Run 1, floorplan with the power grid:
The bar under the picture is 20 µm long. Pins as bars on the die edge.
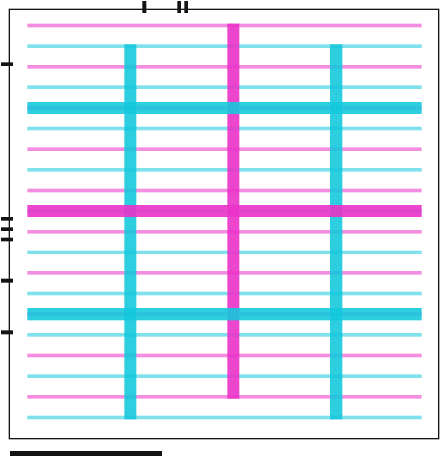
Run 1, cells coloured by class:
The bar under the picture is 20 µm long.
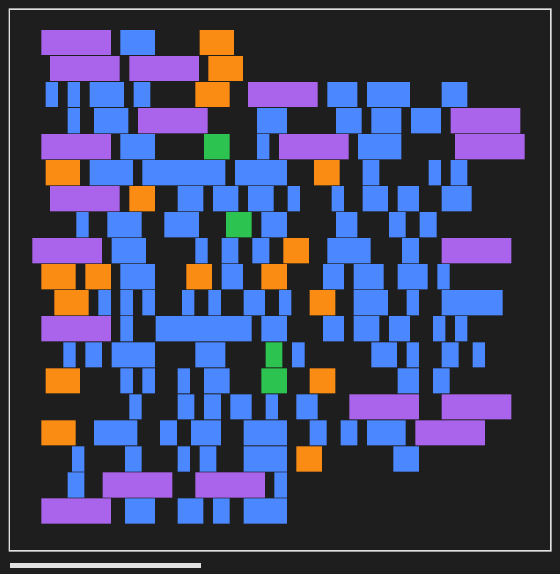
Run 1, routed clock nets over the placement:
The bar under the picture is 20 µm long.
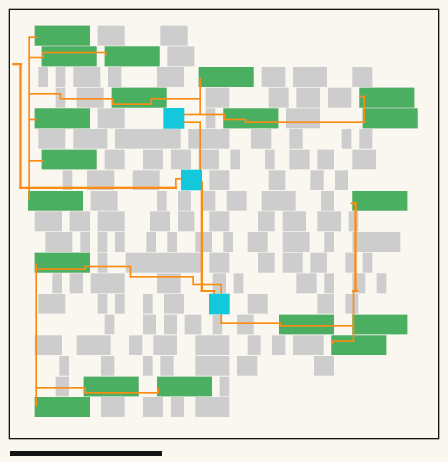
--- src/rtl/coin_acceptor_if.sv ---
// Coin acceptor sensor/busy inputs and coin/fault outputs.
// slave is the acceptor side, master drives sensors and busy.
interface coin_acceptor_if;
   logic       sense5;
   logic       sense10;
   logic       busy;
   logic [1:0] COIN;
   logic       reject;
   logic       jam;

   modport master (
      output sense5,
      output sense10,
      output busy,
      input  COIN,
      input  reject,
      input  jam
   );

   modport slave (
      input  sense5,
      input  sense10,
      input  busy,
      output COIN,
      output reject,
      output jam
   );
endinterface

--- src/rtl/coin_acceptor.sv ---
// Coin sensor front end: debounce, double-coin reject, jam detect,
// and a one-deep coin buffer that is held off while dispensing.
module coin_acceptor #(
   parameter int DEBOUNCE_CYCLES = 4,
   parameter int MAX_PULSE       = 64,
   parameter int CNT_W           = 8
) (
   input  logic           clk,
   input  logic           reset,
   coin_acceptor_if.slave bus
);

   typedef enum logic [1:0] {
      IDLE,
      QUALIFY,
      WAIT_RELEASE,
      JAM
   } state_t;

   localparam logic [CNT_W-1:0] DEB  = CNT_W'(DEBOUNCE_CYCLES);
   localparam logic [CNT_W-1:0] MAXP = CNT_W'(MAX_PULSE);
   localparam logic [CNT_W-1:0] SAT  = '1;

   state_t           state;
   logic [CNT_W-1:0] cnt;
   logic [1:0]       ctype;
   logic [1:0]       ptype;
   logic             pending;
   logic [1:0]       coin_q;
   logic             reject_q;
   logic             jam_q;

   logic             s5;
   logic             s10;
   logic             any_hi;
   logic             both_hi;
   logic             one_hi;
   logic             lat_hi;
   logic [CNT_W-1:0] cnt_inc;
   logic             qual_done;
   logic             jam_hit;

   always_comb begin
      s5        = bus.sense5;
      s10       = bus.sense10;
      any_hi    = s5 | s10;
      both_hi   = s5 & s10;
      one_hi    = s5 ^ s10;
      lat_hi    = ctype[0] ? s5 : s10;
      cnt_inc   = (cnt == SAT) ? cnt : cnt + CNT_W'(1);
      qual_done = (cnt_inc == DEB);
      jam_hit   = (cnt_inc >= MAXP);
   end

   always_ff @(posedge clk) begin
      if (reset) begin
         state    <= IDLE;
         cnt      <= '0;
         ctype    <= 2'b00;
         ptype    <= 2'b00;
         pending  <= 1'b0;
         coin_q   <= 2'b00;
         reject_q <= 1'b0;
         jam_q    <= 1'b0;
      end else begin
         reject_q <= 1'b0;

         // Drain runs in every state, JAM included.
         if (pending && !bus.busy) begin
            coin_q  <= ptype;
            pending <= 1'b0;
         end else begin
            coin_q <= 2'b00;
         end

         unique case (state)
            IDLE: begin
               if (!pending) begin
                  unique case (1'b1)
                     both_hi: begin
                        reject_q <= 1'b1;
                        cnt      <= CNT_W'(1);
                        state    <= WAIT_RELEASE;
                     end
                     one_hi: begin
                        ctype <= {s10, s5};
                        cnt   <= CNT_W'(1);
                        state <= QUALIFY;
                     end
                     default: state <= IDLE;
                  endcase
               end
            end

            QUALIFY: begin
               unique case (1'b1)
                  !lat_hi: begin
                     cnt   <= '0;
                     state <= IDLE;
                  end
                  both_hi: begin
                     reject_q <= 1'b1;
                     cnt      <= cnt_inc;
                     state    <= WAIT_RELEASE;
                     if (jam_hit) begin
                        state <= JAM;
                        jam_q <= 1'b1;
                     end
                  end
                  default: begin
                     cnt <= cnt_inc;
                     if (qual_done) begin
                        pending <= 1'b1;
                        ptype   <= ctype;
                        state   <= WAIT_RELEASE;
                     end
                     // Jam overrides the state move but the coin stays pending.
                     if (jam_hit) begin
                        state <= JAM;
                        jam_q <= 1'b1;
                     end
                  end
               endcase
            end

            WAIT_RELEASE: begin
               if (!any_hi) begin
                  cnt   <= '0;
                  state <= IDLE;
               end else begin
                  cnt <= cnt_inc;
                  if (jam_hit) begin
                     state <= JAM;
                     jam_q <= 1'b1;
                  end
               end
            end

            JAM: begin
               jam_q <= 1'b1;
               state <= JAM;
            end
         endcase
      end
   end

   assign bus.COIN   = coin_q;
   assign bus.reject = reject_q;
   assign bus.jam    = jam_q;

endmodule
--- src/flat_wrapper.sv ---
// flat-port wrapper written by rule: the top's interface ports become plain ports
module coin_acceptor_flat 
#(
   parameter int DEBOUNCE_CYCLES = 4,
   parameter int MAX_PULSE       = 64,
   parameter int CNT_W           = 8
)
  (clk, reset, bus_sense5, bus_sense10, bus_busy, bus_COIN, bus_reject, bus_jam);
  coin_acceptor_if bus_i ();
  input  logic clk;
  input  logic reset;
  input wire logic [$bits(bus_i.sense5)-1:0] bus_sense5;
  input wire logic [$bits(bus_i.sense10)-1:0] bus_sense10;
  input wire logic [$bits(bus_i.busy)-1:0] bus_busy;
  output wire logic [$bits(bus_i.COIN)-1:0] bus_COIN;
  output wire logic [$bits(bus_i.reject)-1:0] bus_reject;
  output wire logic [$bits(bus_i.jam)-1:0] bus_jam;
  assign bus_i.sense5 = bus_sense5;
  assign bus_i.sense10 = bus_sense10;
  assign bus_i.busy = bus_busy;
  assign bus_COIN = bus_i.COIN;
  assign bus_reject = bus_i.reject;
  assign bus_jam = bus_i.jam;
  coin_acceptor #(.DEBOUNCE_CYCLES(DEBOUNCE_CYCLES), .MAX_PULSE(MAX_PULSE), .CNT_W(CNT_W)) u_core (.clk(clk), .reset(reset), .bus(bus_i));
endmodule
--- config.mk ---
export PLATFORM = sky130hd
export DESIGN_NAME = coin_acceptor_flat
export DESIGN_NICKNAME = d
export VERILOG_FILES = /design/src/rtl/coin_acceptor_if.sv /design/src/rtl/coin_acceptor.sv /design/src/flat_wrapper.sv
export SDC_FILE = /design/constraint.sdc
export NUM_CORES = 1
export LEC_CHECK = 0
export ABC_CLOCK_PERIOD_IN_PS = 2600
export CELL_PAD_IN_SITES_DETAIL_PLACEMENT = 1
export CELL_PAD_IN_SITES_GLOBAL_PLACEMENT = 1
export CORE_MARGIN = 2
export CORE_UTILIZATION = 43
export DETAILED_ROUTE_END_ITERATION = 8
export HOLD_SLACK_MARGIN = 0.06
export PLACE_DENSITY = 0.81
export SLEW_MARGIN = 20
export SYNTH_ARGS = -nofsm -noshare
export SYNTH_HDL_FRONTEND = slang
export SYNTH_SLANG_ARGS = --single-unit
--- constraint.sdc ---
create_clock -name clk -period 2.6 [get_ports clk]
set_input_delay 0.78 -clock clk [delete_from_list [all_inputs] [get_ports clk]]
set_output_delay 0.78 -clock clk [all_outputs]
set_load 0.03 [all_outputs]
==> out/qor.yml, run 1 <==
run_status:
  status: "complete, no violations"
setup_path:
  reg2regPathDepth: 7
  crit_type: "input port to flop"
  regToRegEndpoint: "u_core.state[0]$_SDFFE_PP0P_"
  r2r_start: "u_core.cnt[0]$_SDFFE_PP0P_"
  crit_fanout: 10
  crit_arrival_ps: 2700
min_path:
  holdCritStartpoint: "u_core.bus.jam$_SDFFE_PP0P_"
layout:
  num-fill-cells: 326
  layout.nets: 161
  areaGrowthSynthToFinish_pct: 15.03
  flop_area_um2: 380.4
  regMostFlops: "u_core.cnt"
  nNonClkBuffers: 17
  lay_top_count: "dfxtp_1"
clock_tree:
  ctsLongestPathBuffers: 2
  holdBufCountCts: 0
  postCtsSetupBuffers: 0
  htree_levels: 1
routing:
  wl_per_cell_um: 16.97
  vias: 1069
  wl_um: 3038
place:
  gp_congestion: 0.8965
logic_synthesis:
  ys_sh_simple_pct: 23.70
  ys.flop_type: "dfxtp_1"
  mux_area_share_pct: 5.503
  synth_top_cell_by_count: "dfxtp_1"
  top_area_cell: "dfxtp_1"
grt:
  antenna_found_initial: 0
  use_met1_pct: 24.00
  grt_start_max_net_pins: 12
  use_met2_pct: 37.71
  track_usage_pct: 21.09
timing:
  tightest_slew_ps: 592.0
floorplanning:
  die_y_um: 56.44
power_and_ir_drop:
  p_sw_uw: 337.6
Back to the opening pictures, 'floorplan with the power grid':
legend:
  magenta:
    net: VDD
  cyan:
    net: VSS
rows: 19
met5 straps: 3
met1 rails: 20
signal pins: 9

Back to the opening pictures, 'cells coloured by class':
legend:
  orange:
    class: other buffers and delay cells
    cells: 17
    share_of_their_area: 11%
  blue:
    class: all other logic
    cells: 108
    share_of_their_area: 58%
  purple:
    class: flip-flops
    cells: 19
    share_of_their_area: 29%
  green:
    class: clock drivers and dummy loads
    cells: 4
    share_of_their_area: 2.1%

Back to the opening pictures, 'routed clock nets over the placement':
legend:
  orange:
    item: clock wires
    length: 274 µm
  cyan:
    item: cells driving clock nets
    count: 3
  green:
    item: flip-flops
    count: 19
routed clock nets: 4

[run 1: worst max-delay path, delay by kind of cell]
family | cells | cell delay (ps)
adders and majority gates | 1 | 220
and+or+nand+nor | 3 | 300
AOI/OAI and AO/OA | 3 | 640
buffers and inverters | 3 | 750
[run 1: through the flow]
step	power [µW]	utilization, %	setup slack [ps]	std cells	hold slack (ps)
after floorplan	599.0	-	367.0	131	452.1
after global placement	708.1	49.60	-94.33	175	433.6
after global routing	950.3	50.63	30.00	179	489.0
after CTS	890.2	50.63	127.6	179	467.2
final	885.2	50.63	116.0	179	456.5
after detailed placement	726.6	49.60	-170.1	175	446.6
--- run 2 (diff from run 1) ---
SLEW_MARGIN = 40   (was 20)
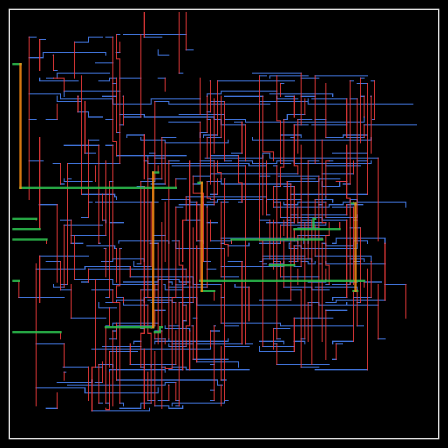
Run 2: signal wires by layer
legend:
  green:
    layer: met3
    wire_length: 94.3 µm
  blue:
    layer: met1
    wire_length: 1,320 µm
  red:
    layer: met2
    wire_length: 1,560 µm
  orange:
    layer: met4
    wire_length: 62.6 µm

==> run 2 against run 1 <==
Register-to-register slack barely moved. Design area did not move. Area after synthesis did not move. Sequential cell count did not move. Die size did not move. Global-route usage did not move. Largest power group unchanged. Non-clock buffer count did not move. Sequential power barely moved.
==> out/qor.yml, run 2 <==
clock_tree:
  ctsLongestPathBuffers: 2
  holdBufCountCts: 0
  htree_levels: 1
power_and_ir_drop:
  total_power_uw: 885.2
grt:
  antenna_found_initial: 0
  use_met1_pct: 24.00
  track_usage_pct: 21.09
setup_path:
  path_buffers: 3
  crit_fanout: 10
  reg2regPathDepth: 7
  regToRegEndpoint: "u_core.state[0]$_SDFFE_PP0P_"
  r2r_start: "u_core.cnt[0]$_SDFFE_PP0P_"
  cp_top_family: "buffers and inverters"
logic_synthesis:
  synth_top_cell_by_count: "dfxtp_1"
  top_area_cell: "dfxtp_1"
  mux_area_share_pct: 5.503
timing:
  hold_ws_ps: 456.5
  tightest_slew_ps: 592.0
layout:
  regMostFlops: "u_core.cnt"
  num-fill-cells: 326
  utilization_pct: 50.63
  lay_top_count: "dfxtp_1"
  areaGrowthSynthToFinish_pct: 15.03
place:
  gp_congestion: 0.8965
min_path:
  holdCritStartpoint: "u_core.bus.jam$_SDFFE_PP0P_"
routing:
  vias: 1069
  wl_per_cell_um: 16.97
  wl_um: 3038
floorplanning:
  die_y_um: 56.44
run_status:
  status: "complete, no violations"
## run 2: cell counts after synthesis
No cell type changed its count.
## run 2: metrics by stage
step	setup WS, ps	cells
after floorplan	367.0	131
after global placement	-94.33	175
after detailed placement	-170.1	175
after CTS	127.6	179
after global routing	30.00	179
final	116.0	179
## run 2: how the worst max path moves through the flow
stage,slack [ps],startpoint,cells past startpoint,to
global route,30,bus_sense10,10,u_core.cnt[1]$_SDFFE_PP0P_
CTS,130,bus_sense5,10,u_core.cnt[4]$_SDFFE_PP0P_
detailed placement,-170,bus_sense5,10,u_core.cnt[4]$_SDFFE_PP0P_
global placement,-90,bus_sense5,10,u_core.cnt[4]$_SDFFE_PP0P_
finish,120,bus_sense5,10,u_core.cnt[4]$_SDFFE_PP0P_
floorplan,370,bus_sense10,9,u_core.cnt[3]$_SDFFE_PP0P_
--- run 3 (diff from run 2) ---
CTS_CLUSTER_DIAMETER = 200   (was not set)
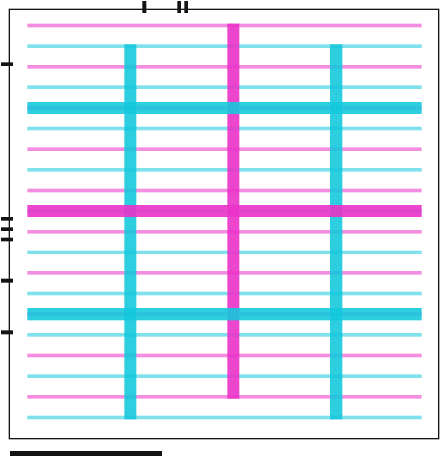
Run 3: floorplan with the power grid
The bar under the picture is 20 µm long. Pins as bars on the die edge.
legend:
  cyan:
    net: VSS
  magenta:
    net: VDD
met5 straps: 3
met1 rails: 20
met4 straps: 3

==> run 3 against run 2 <==
Global-route usage is the same. Combinational power is essentially flat. First-iteration DRC count is the same. Total power is the same. Utilization is the same. Worst hold slack is the same. Wire length is the same.
==> out/qor.yml, run 3 <==
setup_path:
  crit_type: "input port to flop"
  endpoint: "u_core.cnt[4]$_SDFFE_PP0P_"
  critical-path-max-stage-delay_ps: 520
  path_buffers: 3
  crit_fanout: 10
  cp_top_family: "buffers and inverters"
  r2r_slack_ps: 360
  crit_chain: "clkdlybuf4s50_1 > inv_1 > ha_1 > o21a_1 > nor2_2 > nand2_1 > nor2_1 > buf_4 > a41oi_1 > a311oi_1"
  cp.depth: 10
  regToRegEndpoint: "u_core.state[0]$_SDFFE_PP0P_"
  crit_arrival_ps: 2700
  reg2regPathDepth: 7
floorplanning:
  die_y_um: 56.44
grt:
  track_usage_pct: 21.09
  grt_start_max_net_pins: 12
  use_met2_pct: 37.71
  grt_pass1_wl_um: 5257
  use_met1_pct: 24.00
  antenna_found_initial: 0
routing:
  vias: 1069
  wl_per_cell_um: 16.97
  wl_um: 3038
timing:
  hold_ws_ps: 456.5
  tightest_slew_ps: 592.0
  final-setup-viol-count: 0
power_and_ir_drop:
  p_sw_uw: 337.6
  swShare_pct: 38.14
  total_power_uw: 885.2
logic_synthesis:
  top_area_cell: "dfxtp_1"
  synth_top_cell_by_count: "dfxtp_1"
  yosysSeqAreaShare_pct: 32.17
  ys.flop_type: "dfxtp_1"
place:
  post-place-ws_ps: -170.1
  gp_congestion: 0.8965
  placedCellCount: 175
layout:
  instances_no_fill: 179
  areaGrowthSynthToFinish_pct: 15.03
  regMostFlops: "u_core.cnt"
  utilization_pct: 50.63
  layout.nets: 161
  lay_top_count: "dfxtp_1"
run_status:
  status: "complete, no violations"
job:
  warnings: 30
clock_tree:
  ctsLongestPathBuffers: 2
  holdBufCountCts: 0
  numCtsBuffers: 3
  postCtsSetupBuffers: 0
  htree_levels: 1
min_path:
  holdCritStartpoint: "u_core.bus.jam$_SDFFE_PP0P_"
-- run 3: final cells by class --
class / count / area (µm²)
Clock inverter: 1 / 5.005
Multi-Input combinational cell: 100 / 735.7
Tap cell: 31 / 38.79
Sequential cell: 19 / 380.4
Timing Repair Buffer: 17 / 147.6
Fill cell: 326 / 1326
Inverter: 8 / 30.03
Clock buffer: 3 / 22.52
-- run 3: cell families after synthesis --
group / Yosys count / share of synthesized area (%)
compound gates: 40 / 24.87
mux: 6 / 5.502
buf+inv: 12 / 5.608
xor+xnor: 1 / 0.7409
simple gates: 46 / 23.70
flops: 19 / 32.17
fa+ha+maj: 7 / 7.407
Power is estimated from default activity; no workload was simulated.
